===== src/rtl/beat_pkg.sv =====
// Shared types and constants for the beat sequencer.
package beat_pkg;

  typedef enum logic [1:0] {
    StIdle,
    StRun,
    StPause
  } beat_state_e;

  localparam int unsigned STEPS_DEFAULT = 16;
  localparam int unsigned MIN_DIV       = 2;

endpackage


===== src/rtl/tempo_tick.sv =====
// Down-counter with clear, reload and hold; done flags a zero count.
module tempo_tick #(
  parameter int unsigned WIDTH = 28
) (
  input  logic             clock,
  input  logic             reset_n,
  input  logic             clear,
  input  logic             reload,
  input  logic             enable,
  input  logic [WIDTH-1:0] reload_val,
  output logic [WIDTH-1:0] count,
  output logic             done
);

  logic [WIDTH-1:0] count_q, count_d;

  assign count = count_q;
  assign done  = (count_q == '0);

  // Saturates at zero so an idle timer stays at terminal count.
  always_comb begin
    count_d = count_q;
    if (clear) begin
      count_d = '0;
    end else if (reload) begin
      count_d = reload_val;
    end else if (enable && !done) begin
      count_d = count_q - WIDTH'(1);
    end
  end

  always_ff @(posedge clock or negedge reset_n) begin
    if (!reset_n) begin
      count_q <= '0;
    end else begin
      count_q <= count_d;
    end
  end

endmodule


===== src/rtl/beat_sequencer.sv =====
// Start/stop/pause step sequencer with double-buffered pattern loading.
// Define GATE_LEN_EN to limit note_on to gate_len cycles per step.
module beat_sequencer
  import beat_pkg::*;
#(
  parameter int unsigned STEPS = STEPS_DEFAULT,
  parameter int unsigned DIV_W = 28
) (
  input  logic                     clock,
  input  logic                     reset_n,
  input  logic                     start,
  input  logic                     stop,
  input  logic                     pause,
  input  logic                     load,
  input  logic [STEPS-1:0]         pattern_in,
  input  logic [DIV_W-1:0]         tempo_div,
  input  logic [DIV_W-1:0]         gate_len,
  output logic [$clog2(STEPS)-1:0] step,
  output logic                     step_tick,
  output logic                     note_on,
  output logic [STEPS-1:0]         step_led,
  output logic [STEPS-1:0]         pattern_q,
  output logic                     running
);

  localparam int unsigned StepW = $clog2(STEPS);
  localparam logic [DIV_W-1:0] MinDiv   = DIV_W'(MIN_DIV);
  localparam logic [StepW-1:0] LastStep = StepW'(STEPS - 1);

  beat_state_e      state_q, state_d;
  logic [STEPS-1:0] shadow_q, shadow_d, shadow_eff, pattern_d, step_led_d;
  logic             pending_q, pending_d, pend_eff, load_run;
  logic [StepW-1:0] step_d;
  logic [DIV_W-1:0] eff_div, step_cnt_unused;
  logic             step_done, counting, advance, begin_run, step_load;
  logic             act_pause, act_start, gate_on;

  assign eff_div   = (tempo_div < MinDiv) ? MinDiv : tempo_div;
  assign act_pause = !stop && pause && (state_q == StRun);
  assign act_start = !stop && !pause && start && (state_q != StRun);
  assign counting  = (state_q == StRun) && !stop && !pause;
  assign advance   = counting && step_done;
  assign begin_run = act_start && (state_q == StIdle);
  assign step_load = begin_run || advance;

  tempo_tick #(.WIDTH(DIV_W)) u_step_timer (
    .clock      (clock),
    .reset_n    (reset_n),
    .clear      (stop),
    .reload     (step_load),
    .enable     (counting),
    .reload_val (eff_div - DIV_W'(1)),
    .count      (step_cnt_unused),
    .done       (step_done)
  );

`ifdef GATE_LEN_EN
  logic [DIV_W-1:0] gate_val, gate_cnt;
  logic             gate_done;

  assign gate_val = (gate_len < eff_div) ? gate_len : eff_div;

  tempo_tick #(.WIDTH(DIV_W)) u_gate_timer (
    .clock      (clock),
    .reset_n    (reset_n),
    .clear      (stop),
    .reload     (step_load),
    .enable     (counting),
    .reload_val (gate_val),
    .count      (gate_cnt),
    .done       (gate_done)
  );

  // Gate state as it will be after this edge, so note_on stays registered.
  always_comb begin
    if (step_load) begin
      gate_on = (gate_val != '0);
    end else if (counting) begin
      gate_on = (gate_cnt > DIV_W'(1));
    end else begin
      gate_on = !gate_done;
    end
  end
`else
  logic unused_gate_len;
  assign unused_gate_len = ^gate_len;
  assign gate_on         = 1'b1;
`endif

  always_comb begin
    state_d = state_q;
    if (stop) begin
      state_d = StIdle;
    end else if (act_pause) begin
      state_d = StPause;
    end else if (act_start) begin
      state_d = StRun;
    end
  end

  always_comb begin
    step_d = step;
    if (stop || begin_run) begin
      step_d = '0;
    end else if (advance) begin
      step_d = (step == LastStep) ? '0 : step + StepW'(1);
    end
  end

  // A load landing on a step boundary or a stop is applied on that same edge.
  assign load_run   = load && (state_q == StRun);
  assign pend_eff   = pending_q || load_run;
  assign shadow_eff = load_run ? pattern_in : shadow_q;

  always_comb begin
    pattern_d = pattern_q;
    shadow_d  = shadow_eff;
    pending_d = pend_eff;
    if (load && (state_q != StRun)) begin
      pattern_d = pattern_in;
      pending_d = 1'b0;
    end else if ((stop || advance) && pend_eff) begin
      pattern_d = shadow_eff;
      pending_d = 1'b0;
    end
  end

  assign step_led_d = (state_d == StIdle) ? '0 : (STEPS'(1) << step_d);

  always_ff @(posedge clock or negedge reset_n) begin
    if (!reset_n) begin
      state_q   <= StIdle;
      step      <= '0;
      step_tick <= 1'b0;
      note_on   <= 1'b0;
      step_led  <= '0;
      pattern_q <= '0;
      running   <= 1'b0;
      shadow_q  <= '0;
      pending_q <= 1'b0;
    end else begin
      state_q   <= state_d;
      step      <= step_d;
      step_tick <= step_load;
      note_on   <= (state_d == StRun) && pattern_d[step_d] && gate_on;
      step_led  <= step_led_d;
      pattern_q <= pattern_d;
      running   <= (state_d == StRun);
      shadow_q  <= shadow_d;
      pending_q <= pending_d;
    end
  end

endmodule


===== config.mk =====
export PLATFORM = sky130hd
export DESIGN_NAME = beat_sequencer
export DESIGN_NICKNAME = d
export VERILOG_FILES = /design/src/rtl/beat_pkg.sv /design/src/rtl/tempo_tick.sv /design/src/rtl/beat_sequencer.sv
export SDC_FILE = /design/constraint.sdc
export NUM_CORES = 1
export LEC_CHECK = 0
export ABC_AREA = 1
export CAP_MARGIN = 15
export CORE_MARGIN = 3
export CORE_UTILIZATION = 48
export CTS_BUF_LIST = sky130_fd_sc_hd__clkbuf_2 sky130_fd_sc_hd__clkbuf_4 sky130_fd_sc_hd__clkbuf_8
export CTS_CLUSTER_SIZE = 40
export DETAILED_ROUTE_END_ITERATION = 8
export GPL_ROUTABILITY_DRIVEN = 1
export PLACE_DENSITY_LB_ADDON = 0.25
export SYNTH_ARGS = -nofsm -noshare
export SYNTH_HDL_FRONTEND = slang
export SYNTH_SLANG_ARGS = --single-unit
export TNS_END_PERCENT = 1

===== constraint.sdc =====
create_clock -name clock -period 2.56 [get_ports clock]
set_input_delay 0.256 -clock clock [delete_from_list [all_inputs] [get_ports clock]]
set_output_delay 0.256 -clock clock [all_outputs]
set_load 0.005 [all_outputs]

==> impl_metrics.json <==
{
  "comb_cells": 532,
  "postPlaceCellArea_sq_um": 6878,
  "hold_buffers": 1,
  "clock_buffers": 9,
  "bufAreaShareNonClock_pct": 22.95,
  "wire_per_inst_microns": 15.17,
  "core_sq_um": 10460,
  "cts_setup_buffers": 0,
  "n_fill_cell": 878,
  "grt_pass1_wl_mm": 25.20,
  "initCoreUtil_pct": 49.96,
  "utilization_pct": 70.87,
  "p_leak_nw": 3.773,
  "setup.worst_path.start_class": "flip-flop",
  "logic_area_sq_um": 2715,
  "power_switching_mw": 2.086,
  "min_period_ns": 2.433,
  "crit_family": "simple AND/OR/NAND/NOR gates",
  "antenna_found_initial": 0,
  "ys_sh_mux_pct": 0.8377,
  "antenna_cells": 0,
  "ys_cells": 760,
  "crit_chain": "inv_1, nand2_1, nor2_1, buf_4, nand2_2, nor2_4, nand2_4, nand2_8, clkbuf_16, nand2_1, o21ai_2, inv_1, buf_4, nand2_1, nor2_1, buf_4, o21ai_0, o22ai_1",
  "die_w_microns": 110.4,
  "ys_async_sr_fraction_pct": 100.0,
  "synthTopCellsByCount": "212 x nand2_1, 114 x inv_1, 99 x nor2_1",
  "root_buffer": "clkbuf_8",
  "simple_gate_share_pct": 36.05,
  "grt_pass1_vias": 5208,
  "ir_drop_v": 0.0003838,
  "num_vias": 5550,
  "buffers": 184,
  "synth_area_leader_cell": "dfrtp_1",
  "clkTransAtPathRegs_ns": 0.09,
  "timing.rr.start": "u_step_timer.count[26]",
  "powerDensity_nw_per_um2": 709.9,
  "top_logic_kind": "simple AND/OR/NAND/NOR gates",
  "syn_to_final_growth_pct": 41.84,
  "clockBufferDepth": 2,
  "status": "completed",
  "ys_types": 38,
  "clkPwrFrac_pct": 20.5,
  "io_buffers": 88,
  "comb_power_share_pct": 47.7,
  "cp-startpoint": "u_step_timer.count[26]",
  "period_used_pct": 95.03
}
run 1: routing by layer:
layer	GRT usage (%)	wire (microns)	vias to the layer above
li1	-	-	2731
met4	7.124	225	0
met5	0	0	-
met3	5.009	1121	19
met2	43.89	7736	202
met1	36.81	7230	2598
run 1: power by group through the flow:
| stage | Combinational [mW] | Clock (mW) | Sequential [mW] |
|---|---|---|---|
| after CTS | 2.24 | 1.10 | 1.67 |
| after detailed placement | 2.19 | 0 | 1.70 |
| after global routing | 2.76 | 1.16 | 1.70 |
| after floorplan | 1.25 | 0 | 1.68 |
| final | 2.51 | 1.08 | 1.67 |
| after global placement | 2.16 | 0 | 1.69 |
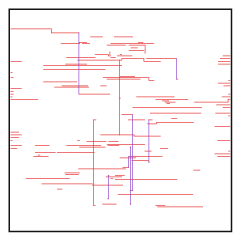
run_1/metal_stack.png
(2 px per micron) Only two layers are drawn.
met4: in purple, wire length 226 microns. met3: in red, wire length 1,120 microns.

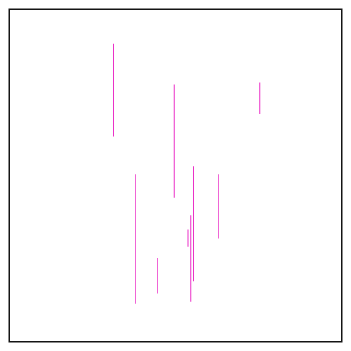
run_1/met4.png
(3 px per micron)
The layer holds 1.4% of the routed length. The longest straight run is 42.8 microns. The layer carries 226 microns of wire. The wires run mostly vertical.

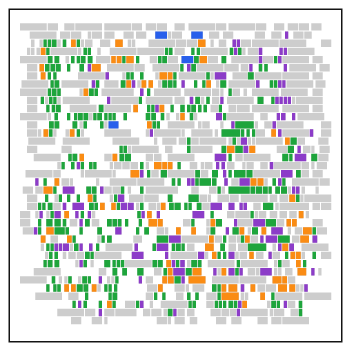
run_1/gate_families.png
(3 px per micron)
multiplexers: in blue, cells 4, where north. NAND gates: in green, cells 307, where widely spread. NOR gates: in purple, cells 123, where widely spread. inverting AOI/OAI gates: in orange, cells 92, where widely spread.
most instantiated logic cell after routing: nand2_1
Non-Filler Instances: 1,075
Comb/total area: 36.62%

Power is estimated from default activity; no workload was simulated.
